[config.mk]
export PLATFORM = sky130hd
export DESIGN_NAME = parking_lane_arbiter
export DESIGN_NICKNAME = d
export VERILOG_FILES = /design/src/rtl/parking_pkg.sv /design/src/rtl/parking_timer.sv /design/src/rtl/parking_lane_arbiter.sv
export SDC_FILE = /design/constraint.sdc
export NUM_CORES = 1
export LEC_CHECK = 0
export CAP_MARGIN = 0
export CORE_UTILIZATION = 45
export DETAILED_ROUTE_END_ITERATION = 12
export PLACE_DENSITY = 0.75
export SKIP_LAST_GASP = 1
export SYNTH_ARGS = -nofsm -noshare
export SYNTH_HDL_FRONTEND = slang
export SYNTH_SLANG_ARGS = --single-unit
export TNS_END_PERCENT = 20
[constraint.sdc]
create_clock -name clock -period 2.7 [get_ports clock]
set_clock_uncertainty 0.2 [all_clocks]
set_input_delay 0.27 -clock clock [delete_from_list [all_inputs] [get_ports clock]]
set_output_delay 0.27 -clock clock [all_outputs]
set_load 0.02 [all_outputs]
[src/rtl/parking_pkg.sv]
// Shared encodings and default sizing for the car-park lane arbiter.
package parking_pkg;

    typedef enum logic [2:0] {
        ST_IDLE     = 3'd0,
        ST_AUTH     = 3'd1,
        ST_OPEN_IN  = 3'd2,
        ST_OPEN_OUT = 3'd3,
        ST_COOLDOWN = 3'd4
    } state_e;

    localparam logic LANE_ENTRY = 1'b0;
    localparam logic LANE_EXIT  = 1'b1;

    localparam int DEF_CAPACITY     = 8;
    localparam int DEF_CNT_W        = 4;
    localparam int DEF_AUTH_TIMEOUT = 10000;
    localparam int DEF_GATE_HOLD    = 500;
    localparam int DEF_TIMER_W      = 16;

endpackage

[src/rtl/parking_timer.sv]
// Clearable up-counter; expire is asserted while enabled on the limit-1 count.
module parking_timer #(
    parameter int TIMER_W = 16
) (
    input  logic               clock,
    input  logic               reset_n,
    input  logic               clear,
    input  logic               enable,
    input  logic [TIMER_W-1:0] limit,
    output logic               expire
);

    localparam logic [TIMER_W-1:0] ONE = TIMER_W'(1);

    logic [TIMER_W-1:0] count_q, count_d;

    always_comb begin
        count_d = count_q;
        if (clear) begin
            count_d = '0;
        end else if (enable) begin
            count_d = count_q + ONE;
        end
    end

    always_ff @(posedge clock) begin
        if (!reset_n) begin
            count_q <= '0;
        end else begin
            count_q <= count_d;
        end
    end

    assign expire = enable && (count_q == (limit - ONE));

endmodule

[src/rtl/parking_lane_arbiter.sv]
// Shares one barrier/verification resource between entrance and exit lanes,
// sequencing the password checker for entries and tracking occupancy.
module parking_lane_arbiter
    import parking_pkg::*;
#(
    parameter int CAPACITY     = DEF_CAPACITY,
    parameter int CNT_W        = DEF_CNT_W,
    parameter int AUTH_TIMEOUT = DEF_AUTH_TIMEOUT,
    parameter int GATE_HOLD    = DEF_GATE_HOLD,
    parameter int TIMER_W      = DEF_TIMER_W
) (
    input  logic             clock,
    input  logic             reset_n,
    input  logic             entry_req,
    input  logic             exit_req,
    input  logic             pass_sensor,
    input  logic             auth_ok,
    input  logic             auth_fail,
    output logic             auth_start,
    output logic             entrance_gate,
    output logic             exit_gate,
    output logic [CNT_W-1:0] occupancy,
    output logic             full,
    output logic             busy
);

    localparam logic [CNT_W-1:0]   CAP_CNT    = CNT_W'(CAPACITY);
    localparam logic [CNT_W-1:0]   ONE_CNT    = CNT_W'(1);
    localparam logic [TIMER_W-1:0] AUTH_LIMIT = TIMER_W'(AUTH_TIMEOUT);
    localparam logic [TIMER_W-1:0] HOLD_LIMIT = TIMER_W'(GATE_HOLD);

    state_e           state_q, state_d;
    logic             last_served_q, last_served_d;
    logic [CNT_W-1:0] occ_q, occ_d;
    logic             auth_start_q, auth_start_d;
    logic             entrance_gate_q, entrance_gate_d;
    logic             exit_gate_q, exit_gate_d;
    logic             busy_q, busy_d;

    logic               entry_ok, exit_ok, grant_exit;
    logic               timer_clear, timer_en, timer_expire;
    logic [TIMER_W-1:0] timer_limit;

    assign full       = (occ_q == CAP_CNT);
    assign entry_ok   = entry_req & ~full;
    assign exit_ok    = exit_req & (occ_q != '0);
    // Exit wins a contest unless it was the lane served last.
    assign grant_exit = exit_ok & (~entry_ok | (last_served_q == LANE_ENTRY));

    assign timer_en    = (state_q == ST_AUTH) || (state_q == ST_OPEN_IN) ||
                         (state_q == ST_OPEN_OUT);
    assign timer_limit = (state_q == ST_AUTH) ? AUTH_LIMIT : HOLD_LIMIT;
    assign timer_clear = (state_d != state_q);

    parking_timer #(
        .TIMER_W (TIMER_W)
    ) u_timer (
        .clock   (clock),
        .reset_n (reset_n),
        .clear   (timer_clear),
        .enable  (timer_en),
        .limit   (timer_limit),
        .expire  (timer_expire)
    );

    always_comb begin
        state_d       = state_q;
        last_served_d = last_served_q;
        occ_d         = occ_q;
        unique case (state_q)
            ST_IDLE: begin
                if (entry_ok || exit_ok) begin
                    if (grant_exit) begin
                        state_d       = ST_OPEN_OUT;
                        last_served_d = LANE_EXIT;
                    end else begin
                        state_d       = ST_AUTH;
                        last_served_d = LANE_ENTRY;
                    end
                end
            end
            ST_AUTH: begin
                // A rejection overrides a simultaneous accept; an accept beats the timeout.
                if (auth_fail) begin
                    state_d = ST_COOLDOWN;
                end else if (auth_ok) begin
                    state_d = ST_OPEN_IN;
                end else if (timer_expire) begin
                    state_d = ST_COOLDOWN;
                end
            end
            ST_OPEN_IN: begin
                if (pass_sensor) begin
                    if (occ_q != CAP_CNT) begin
                        occ_d = occ_q + ONE_CNT;
                    end
                    state_d = ST_COOLDOWN;
                end else if (timer_expire) begin
                    state_d = ST_COOLDOWN;
                end
            end
            ST_OPEN_OUT: begin
                if (pass_sensor) begin
                    if (occ_q != '0) begin
                        occ_d = occ_q - ONE_CNT;
                    end
                    state_d = ST_COOLDOWN;
                end else if (timer_expire) begin
                    state_d = ST_COOLDOWN;
                end
            end
            ST_COOLDOWN: state_d = ST_IDLE;
            default:     state_d = ST_IDLE;
        endcase

        auth_start_d    = (state_d == ST_AUTH) && (state_q != ST_AUTH);
        entrance_gate_d = (state_d == ST_OPEN_IN);
        exit_gate_d     = (state_d == ST_OPEN_OUT);
        busy_d          = (state_d != ST_IDLE);
    end

    always_ff @(posedge clock) begin
        if (!reset_n) begin
            state_q         <= ST_IDLE;
            last_served_q   <= LANE_ENTRY;
            occ_q           <= '0;
            auth_start_q    <= 1'b0;
            entrance_gate_q <= 1'b0;
            exit_gate_q     <= 1'b0;
            busy_q          <= 1'b0;
        end else begin
            state_q         <= state_d;
            last_served_q   <= last_served_d;
            occ_q           <= occ_d;
            auth_start_q    <= auth_start_d;
            entrance_gate_q <= entrance_gate_d;
            exit_gate_q     <= exit_gate_d;
            busy_q          <= busy_d;
        end
    end

    assign auth_start    = auth_start_q;
    assign entrance_gate = entrance_gate_q;
    assign exit_gate     = exit_gate_q;
    assign occupancy     = occ_q;
    assign busy          = busy_q;

endmodule
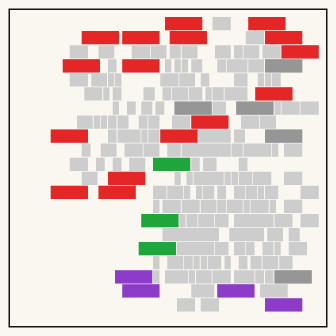
**Above:** register map, names as in the netlist.
Other sequential cells in the stronger gray, the rest of the logic in the fainter gray.
| netlist name | color | flops |
|---|---|---|
| `u_timer.count_q` | red | 16 |
| `state_q` | green | 3 |
| `occupancy` | purple | 4 |
final core occ: 53.9%
FF/Latch Area: 561 um2
sequential fraction of total cell area: 31.2%
P_seq: 0.000431 W

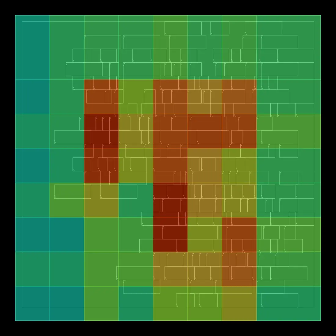
**Above:** congestion heat map.
routing usage on met3: 3.78%
met1 demand-to-capacity share in global routing: 25.3%
overall global routing resource usage: 19.8%
routing usage on met2: 32.6%
highest-utilization routing layer at the global route stage: met2

==> run summary <==
State of the implementation.

- The flow ran to the end, and the final reports show no timing, DRC or antenna violations.
- In the Yosys report the total cell count is 166.
- The setup slack of the most critical reg-to-reg path is 0.26 ns, for reference.
- The post-synth design cell area is 1570 um2, for reference.
- The post-route total power is 0.000813 W, for reference.
- The detailed router reports a met3 wire length of 142 um.
- The critical path capture point type is a flop, for reference.
- The area growth from synthesis to layout is 14.4%, for reference.
- The final max-slew violation count recorded for this run is 0.
- The die covers 3740 um2.
- Once detail routing completed, the nets flagged for antenna violations numbered 0.
- Counting flops with a built-in enable in the synthesized netlist gives 0.
- The congestion estimate from routability-driven global placement came to 0.875.
- The initial core utilization is 47.1%, for reference.
- The flip-flop and latch count is 28, for reference.
- The cell class with the largest area share is logic gates, for reference.
- The total power density per cell area is 452 nW/um2, for reference.
- Dividing the detail-routed wire length by the instance count gives 14.4 um.
- The share of synthesized registers carrying an async set or reset is 0%, for reference.
- The global route stage reports its total congestion overflow as 0.
- The placement report lists the number of port buffers as 15.
- Counting endpoints that fail hold in the final report gives 0.
- The slowest cell on the critical path is sky130_fd_sc_hd__a311oi_1, for reference.
- The share of the synthesized netlist area taken by xor and xnor gates is 10.6%, for reference.
- For the worst setup path, the data required time is 2.73 ns.
- The clock slew seen by the registers of the worst setup and hold paths is 0.16 ns, for reference.
- The combinational share of cell area is 52.3%, for reference.
- The final instance count without filler cells is 227, for reference.
- For this run, the post-layout net count is 193.
- The dominant combinational cell family by area after synthesis is simple AND/OR/NAND/NOR gates, for reference.
- The antenna diode instance count is 0, for reference.
- The classification of the worst-slack hold path is flop to flop, for reference.
- The number of levels in the clock H-tree is 1, for reference.
- The wire-length estimate of the detail-placed layout is 2460 um.
- Checking max transition, the worst relative margin is 56.9%.
- The number of setup violations in the final report is 0, for reference.
- The synthesized netlist contains 48 unique library cells.
- Clock tree synthesis found a total of 28 sinks.
- The met2 wire length is 1610 um, for reference.
- The largest fanout on the critical path is 17, for reference.
- The worst setup slack after placement is 0.271 ns, for reference.
- The final design was reported to hold multi-input combinational gates totalling 125.
- The pin closest to its max-slew limit shows a slew of 0.647 ns.
- Entering global routing, the biggest net connects 18 pins.
- Summing the areas of all fa, ha and maj instances in the mapped netlist gives 3.66% of the synthesized area.
- For this run, the slowest stage of the critical path takes 0.44 ns.
- At the worst endpoint, the arrival time is 2.48 ns.
- The uppermost layer routed is met4, for reference.
- Per the post-run analysis, buffers plus inverters along the critical path come to 0.
- The total area inside the core boundary comes to 3340 um2.
- The report lists the cells along the critical path as nor3_1, a21boi_0, o221ai_2, o2111ai_4, a311oi_1.
- The buffer count from post-CTS setup fixing is 0, for reference.
- The global-route wire length before repair is 5390 um, for reference.
- During tapcell insertion the tool placed 46 well taps.
- In the log, the iteration count for the first detailed-route pass is 4.
- The share of final layout cell area taken by clock buffers and inverters is 2.92%, for reference.
- The final period demand of the worst path is 2.44 ns, for reference.
- During synthesis, Yosys emitted a total of 0 warnings.
- The number of global-route vias before repair came to 1,164.
- The die is 61.1 um wide.
- The highest attainable clock frequency is 410 MHz, for reference.
- The tally of filler cells in the layout is 295, for reference.
- The reported leakage power is 0.586 nW, for reference.
- For the final routed database, the setup TNS stands at 0 ns.
- In this design, the largest share of critical-path delay is due to AND-OR/OR-AND gates.
- The area after detailed placement is 1750 um2, for reference.
- The instance count of the mapped netlist is 166, for reference.
- The compound-cell area share of the yosys netlist is 13.4%, for reference.
- The final critical path takes up 90.4% of the cycle.
- At floorplan, the net count of the design was reported as 177.
- For reference, the mux area share after synthesis is 1.27%.
- The finished cells cover 1800 um2.
- The TritonCTS clock tree is built, for reference.
- For reference, the top cells by area after synthesis are sky130_fd_sc_hd__dfxtp_1 36%, sky130_fd_sc_hd__xnor2_1 6.7%, sky130_fd_sc_hd__nor3_2 6.4%, sky130_fd_sc_hd__nor3_1 4.1%, sky130_fd_sc_hd__nor2_1 4.1%.
- Buffers outside the clock tree occupy 8.76% of the routed design's cell area.
- Final hold analysis gives a worst-case slack of 0.297 ns.
- After the first detailed-routing iteration, the DRC count stood at 94.
- The initial antenna violation count is 0, for reference.
- The multi-input combinational cells in the finished layout cover a total of 941 um2.
- The count of standard-cell rows is 21, for reference.
- The worst VDD IR drop from the latest analysis is 0.175 mV.
- The detailed router placed 1,263 vias in this run.
- The report counts max-capacitance violations totalling 0.
- The fraction of final layout cells with drive strength greater than 1 is 14.4%, for reference.
- Per the detail_route report, DRC violations left total 0.
- Per the detail_route report, vias per standard cell equal 5.56.
- According to the I/O placement log, the pin count is 16.
- The summed standard-cell area reported by yosys is 1570 um2, for reference.
- Sorting the synthesized cells by how often they occur yields 28 x sky130_fd_sc_hd__dfxtp_1, 17 x sky130_fd_sc_hd__nor2_1, 13 x sky130_fd_sc_hd__nor3_1, 12 x sky130_fd_sc_hd__xnor2_1, 10 x sky130_fd_sc_hd__nor3_2.
- The most frequently used library cell after synthesis is sky130_fd_sc_hd__dfxtp_1.
- The root cell of the clock tree is sky130_fd_sc_hd__clkbuf_4, for reference.
- The CTS buffer count is 3, for reference.
- Clock buffers in the final layout number 3.
- The startpoint-to-endpoint class of the critical path is flop to flop, for reference.
- The routed wire length is 3270 um, for reference.
- The die outline height is 61.1 um, for reference.
- Summing over the stages, the warning tally comes to 26.
- In the per-layer breakdown of the detailed-route log, met1 shows 1480 um.
- Setup repair after global routing left no endpoint under its margin.
- The final critical-path setup slack is 0.258 ns, for reference.
- The inverter count is 8, for reference.
- The quantity of gates resized following cts is 0, for reference.
- In this run, synthesis produced a sequential element count of 28.
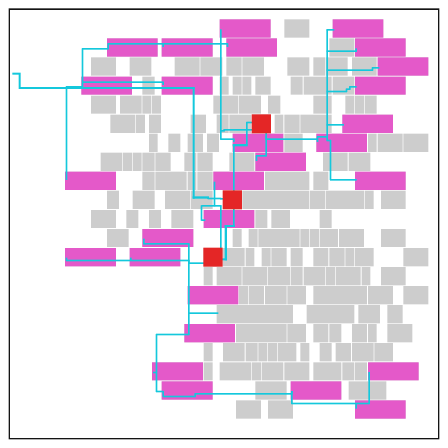
**Above:** clock distribution.
[clock-net drivers] red | count: 3
[clock wires] cyan | length: 330 um
[flip-flops] magenta | count: 28
routed clock nets: 4
Clk power: 0.000277 W
Clk pwr share: 34.1%
Worst-Skew Late Latency: 0.33 ns

## path summary, 6_finish.rpt
check,startpoint,end,cells after the start
hold / removal,last_served_q$_SDFFE_PN0P_,last_served_q$_SDFFE_PN0P_,1
setup reg to reg,occupancy[0]$_SDFFE_PN0P_,entrance_gate$_SDFF_PN0_,5
hold reg to reg,last_served_q$_SDFFE_PN0P_,last_served_q$_SDFFE_PN0P_,1
setup / recovery,occupancy[0]$_SDFFE_PN0P_,entrance_gate$_SDFF_PN0_,5
## flip-flops by register name (all words and copies together), names as in the netlist
register         count
busy                 1
last_served_q        1
state_q              3
occupancy            4
exit_gate            1
u_timer.count_q     16
entrance_gate        1
auth_start           1
## cell usage in the layout (no fill, tap or decap), types with 2 or more instances in the layout
cell type,count
sky130_fd_sc_hd__xnor2_1,12
sky130_fd_sc_hd__a31oi_1,2
sky130_fd_sc_hd__xor2_1,7
sky130_fd_sc_hd__dfxtp_1,28
sky130_fd_sc_hd__and2_1,4
sky130_fd_sc_hd__a311oi_1,2
sky130_fd_sc_hd__clkbuf_4,3
sky130_fd_sc_hd__inv_1,8
sky130_fd_sc_hd__clkdlybuf4s50_1,15
sky130_fd_sc_hd__nor3_1,13
sky130_fd_sc_hd__nand2_1,8
sky130_fd_sc_hd__nor2_1,17
sky130_fd_sc_hd__nand3_1,7
sky130_fd_sc_hd__ha_1,3
sky130_fd_sc_hd__and3_1,2
sky130_fd_sc_hd__a21oi_1,3
sky130_fd_sc_hd__mux2i_1,2
sky130_fd_sc_hd__nor3_2,10
sky130_fd_sc_hd__or3_1,2
sky130_fd_sc_hd__nand4_1,5
## power breakdown
part           total, W  switching, W  internal (W)
registers      0.000431    0.00000903      0.000422
logic          0.000105     0.0000638     0.0000416
clock network  0.000277      0.000127      0.000150
Power figures rest on the tool's default switching activity, not on a simulated workload.
